Fig. 1: gate families picked out
Scale: 6 px per µm.
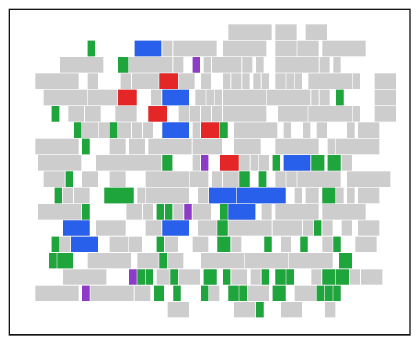
Fig. 2: wiring heat map
Scale: 4 px per µm. 13 x 11 tiles, from dark purple (low) to yellow (high), scaled to the fullest tile. Values are wire area over tile area, all layers added.
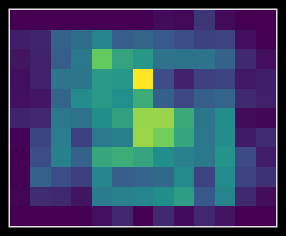
Fig. 3: close-up of the layout
Region (18, 12) to (48, 42) µm. Cells in gray, sequential cells in the stronger gray; small squares are vias.
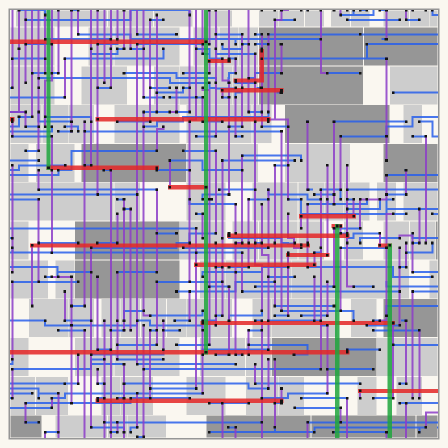
`config.mk`:
```
export PLATFORM = sky130hd
export DESIGN_NAME = seq_mult
export DESIGN_NICKNAME = d
export VERILOG_FILES = /design/src/rtl/seq_mult_pkg.sv /design/src/rtl/seq_mult.sv
export SDC_FILE = /design/constraint.sdc
export NUM_CORES = 1
export LEC_CHECK = 0
export CORE_ASPECT_RATIO = 0.8
export CORE_MARGIN = 2
export CORE_UTILIZATION = 54
export CTS_CLUSTER_DIAMETER = 30
export CTS_CLUSTER_SIZE = 8
export DETAILED_ROUTE_END_ITERATION = 10
export PLACE_DENSITY_LB_ADDON = 0.25
export SKIP_CTS_REPAIR_TIMING = 1
export SLEW_MARGIN = 10
export SYNTH_ARGS = -nofsm -noshare
export SYNTH_HDL_FRONTEND = slang
export SYNTH_SLANG_ARGS = --single-unit
export TNS_END_PERCENT = 10
```
`constraint.sdc`:
```
create_clock -name clk -period 2 [get_ports clk]
set_input_delay 0.2 -clock clk [delete_from_list [all_inputs] [get_ports clk]]
set_output_delay 0.2 -clock clk [all_outputs]
set_load 0.01 [all_outputs]
```
`src/rtl/seq_mult_pkg.sv`:
```
// Shared definitions for the sequential shift-and-add multiplier:
// FSM state encoding and a constant clog2 used to size the step counter.
package seq_mult_pkg;

  typedef enum logic [1:0] {
    IDLE = 2'd0,
    RUN  = 2'd1,
    FIN  = 2'd2
  } state_t;

  // Smallest r with 2**r >= n; evaluated at elaboration time.
  function automatic int unsigned clog2(input int unsigned n);
    int unsigned r;
    r = 0;
    for (int unsigned i = 0; i < 32; i++) begin
      if ((64'(1) << i) < 64'(n)) r = i + 1;
    end
    return r;
  endfunction

endpackage

```
`src/rtl/seq_mult.sv`:
```
// Sequential shift-and-add multiplier: WIDTH steps over sign-stripped magnitudes,
// then a final cycle that applies the result sign and publishes prod with a done pulse.
module seq_mult
  import seq_mult_pkg::*;
#(
  parameter int unsigned WIDTH  = 4,
  parameter int unsigned SIGNED = 0
) (
  input  logic               clk,
  input  logic               rst,
  input  logic               start,
  input  logic [WIDTH-1:0]   a,
  input  logic [WIDTH-1:0]   b,
  output logic [2*WIDTH-1:0] prod,
  output logic               busy,
  output logic               done
);

  localparam int unsigned W2 = 2 * WIDTH;
  localparam int unsigned CW = clog2(WIDTH) + 1;

  state_t          state, state_d;
  logic [W2-1:0]   mcand, mcand_d;
  logic [WIDTH-1:0] mplier, mplier_d;
  logic [W2-1:0]   acc, acc_d;
  logic [CW-1:0]   cnt, cnt_d;
  logic            neg, neg_d;
  logic [W2-1:0]   prod_d;
  logic            busy_d, done_d;

  // Magnitude of an operand; the most negative value maps to 2**(WIDTH-1), which still fits.
  function automatic logic [WIDTH-1:0] mag(input logic [WIDTH-1:0] x);
    if ((SIGNED != 0) && x[WIDTH-1]) return ~x + WIDTH'(1);
    return x;
  endfunction

  // State and datapath registers
  always_ff @(posedge clk) begin
    if (rst) begin
      state  <= IDLE;
      mcand  <= '0;
      mplier <= '0;
      acc    <= '0;
      cnt    <= '0;
      neg    <= 1'b0;
      prod   <= '0;
      busy   <= 1'b0;
      done   <= 1'b0;
    end else begin
      state  <= state_d;
      mcand  <= mcand_d;
      mplier <= mplier_d;
      acc    <= acc_d;
      cnt    <= cnt_d;
      neg    <= neg_d;
      prod   <= prod_d;
      busy   <= busy_d;
      done   <= done_d;
    end
  end

  // Next-state and datapath update
  always_comb begin
    state_d  = state;
    mcand_d  = mcand;
    mplier_d = mplier;
    acc_d    = acc;
    cnt_d    = cnt;
    neg_d    = neg;
    prod_d   = prod;
    busy_d   = busy;
    done_d   = 1'b0;

    unique case (state)
      IDLE: begin
        if (start) begin
          mcand_d  = {{WIDTH{1'b0}}, mag(a)};
          mplier_d = mag(b);
          neg_d    = (SIGNED != 0) ? (a[WIDTH-1] ^ b[WIDTH-1]) : 1'b0;
          acc_d    = '0;
          cnt_d    = '0;
          busy_d   = 1'b1;
          state_d  = RUN;
        end
      end
      RUN: begin
        if (mplier[0]) acc_d = acc + mcand;
        mplier_d = mplier >> 1;
        mcand_d  = mcand << 1;
        cnt_d    = cnt + CW'(1);
        if (cnt == CW'(WIDTH - 1)) state_d = FIN;
      end
      FIN: begin
        prod_d  = neg ? (~acc + W2'(1)) : acc;
        done_d  = 1'b1;
        busy_d  = 1'b0;
        state_d = IDLE;
      end
      default: begin
        busy_d  = 1'b0;
        state_d = IDLE;
      end
    endcase
  end

endmodule

```
==> run_results.csv <==
group,metric,value,unit
power,pwr-share-clk,0.422,
layout,finish.instance_area,2040,µm²
die,placementRows,18,
logic_synthesis,synth-async-reset-ratio,0,
logic_synthesis,synth.yosys.seq_area_share,0.415,
sta,achievable-frequency,528,MHz
logic_synthesis,yosys.cell_types.count,32,
logic_synthesis,synth.largest_area_cell,"sky130_fd_sc_hd__dfxtp_1",
cts,clkSlewWorstSetupHoldPaths,0.07,ns
layout,post_route_cells_drive_above_1_share,0.0819,
setup_path,path_cells,"ha_1, fa_2, a21oi_2, o21ai_0, a21oi_1, xor2_1, o21ai_0",
power,vdd_ir_drop_max,0.487,mV
die,floorplan.core_util,0.556,
setup_path,cp_max_fo,4,
power,cell_internal_power,1190,µW
setup_path,timing.critical_path.from,"mcand[0]$_SDFFE_PP0P_",
layout,layout-area-overhead-vs-synth,20.7,%
layout,mi_logic_area,915,µm²
placement,place.detailed.instances,264,
sta,slew_violations,0,
power,p_seq_frac,0.477,
logic_synthesis,synth_flop_count,35,
setup_path,r2r-end,"acc[6]$_SDFFE_PP0P_",
setup_path,critical_path.endpoint,"acc[6]$_SDFFE_PP0P_",
layout,layout.nets,252,
route,postRouteWirelength,3690,µm
power,p_switching,355,µW
sta,final.setup.worst_slack,0.105,ns
worst_hold_path,hp-class,"flop to flop",
run_status,run_status,"finished, final reports clean",
route,final_antenna_net_count,0,
logic_synthesis,top_cells_by_count,"sky130_fd_sc_hd__nor2_1, sky130_fd_sc_hd__dfxtp_1, sky130_fd_sc_hd__a21oi_1",
cts,clock_sinks,35,
sta,fin_hold_ws,0.452,ns
logic_synthesis,synth_chip_area,1690,µm²
logic_synthesis,yosys.area.top_type_share,0.415,
global_route,grt_first_pass_wirelength,6250,µm
sta,finalSetupViolations,0,
logic_synthesis,synth-cells-yosys,212,
sta,clock-skew-final,0.00275,ns
global_route,grtUsageMet3,0.0711,
setup_path,r2r_setup_slack,0.10,ns
global_route,grt_max_degree,34,
layout,top_regs,"acc: 8 flops, mcand: 8 flops, prod: 8 flops",
global_route,grt-ovfl-total,0,
route,met3_wirelength,227,µm
cts,cts_bufs_inserted,5,
power,total_power,1540,µW
die,fp.dieW,66.5,µm
route,remaining_drc_errors,0,
placement,placement.io_buffers,20,
setup_path,critical_path.n_buffers_inverters,0,
sta,hold_viol_final,0,
sta,finalSetupTns,0,ns
placement,postPlaceCellArea,1920,µm²
cts,clock_latency,0.29,ns
global_route,grt_antenna_before_repair,0,
cts,cts_tree,"done",
power,cellPowerDensity,757,nW/µm²
route,avgViaCountPerCell,5.46,
placement,hpwl,2630,µm
logic_synthesis,postSynthCellCount,212,
logic_synthesis,mappedNetlistArea,1690,µm²
sta,fin_crit_sh,0.948,
placement,dp_slack,0.108,ns
layout,post-route-util,0.671,
power,power_leakage,0.000795,µW
worst_hold_path,hold_path_end,"busy$_SDFFE_PP0P_",
cts,ctsLongestPathBuffers,2,
setup_path,data_required_time_at_the_worst_endpoint,2.17,ns
setup_path,cp_slowest_cell,"sky130_fd_sc_hd__fa_2",
cts,cts-htree-levels,2,
placement,globalplace.congestion,0.951,
sta,finalWorstPathRequiredPeriod,1.90,ns
sta,timing_worst_slew_pin_value,0.499,ns
setup_path,cp_capture_type,"flop",
Notes on Fig. 1 above:
Key: green = nor cells [cells 54]; blue = fa/ha/maj cells [cells 10]; red = xor and xnor cells [cells 5]; purple = inv cells [cells 5]
combinational share of cell area: 0.448
filler-free cell count of the finished design: 272
most numerous logic cell after layout: sky130_fd_sc_hd__nor2_1

Notes on Fig. 2 above:
The mean over all tiles is 0.17. The fullest tile reaches 0.62. 14% of the tiles are over half the peak. 15% of the tiles are nearly empty. The densest ninth of the die: middle.

Notes on Fig. 3 above:
Key: blue = M1; green = M4; red = M3; purple = M2
85 logic cells have their middle in the window. Sequential cells in the window: 12. Netlist names of flops here include `acc` (5), `mcand` (3), `mplier` (3). Most frequent: dfxtp_1 (12), a21oi_1 (10), nor2_1 (9).

layout by cell type (no fill, tap or decap), types with 2 or more instances in the layout:
cell type / count
sky130_fd_sc_hd__a211oi_1: 3
sky130_fd_sc_hd__a21o_1: 2
sky130_fd_sc_hd__a21oi_1: 29
sky130_fd_sc_hd__a22oi_1: 5
sky130_fd_sc_hd__buf_4: 5
sky130_fd_sc_hd__clkbuf_8: 6
sky130_fd_sc_hd__clkdlybuf4s50_1: 20
sky130_fd_sc_hd__dfxtp_1: 35
sky130_fd_sc_hd__ha_1: 9
sky130_fd_sc_hd__inv_1: 5
sky130_fd_sc_hd__nand2_1: 25
sky130_fd_sc_hd__nand2b_1: 3
sky130_fd_sc_hd__nand3_1: 4
sky130_fd_sc_hd__nor2_1: 36
sky130_fd_sc_hd__nor2b_1: 9
sky130_fd_sc_hd__nor3_1: 7
sky130_fd_sc_hd__o21ai_0: 8
sky130_fd_sc_hd__xnor2_1: 3
sky130_fd_sc_hd__xor2_1: 2
kinds of logic after synthesis:
family | Yosys count | synth area share
AND/OR/NAND/NOR | 90 | 0.243
XOR/XNOR | 5 | 0.0259
AND-OR/OR-AND | 54 | 0.190
adder cells (fa/ha/maj) | 10 | 0.0785
flip-flops | 35 | 0.415
buffers and inverters | 18 | 0.0474
power by group through the flow:
| stage | Sequential (µW) | Clock [µW] | Combinational (µW) |
|---|---|---|---|
| after CTS | 736 | 665 | 153 |
| after global routing | 740 | 690 | 173 |
| final | 737 | 653 | 155 |
| after detailed placement | 752 | 0 | 151 |
| after global placement | 751 | 0 | 145 |
| after floorplan | 747 | 0 | 104 |
cell type report:
class,count,area share
multi-input combinational,159,0.448
sequential,35,0.344
timing repair buffer,25,0.117
clock buffer,6,0.0405
tap,40,0.0245
clock inverter,2,0.0172
inverter,5,0.00920
No activity file was given, so power comes from the tool's default toggle rates.
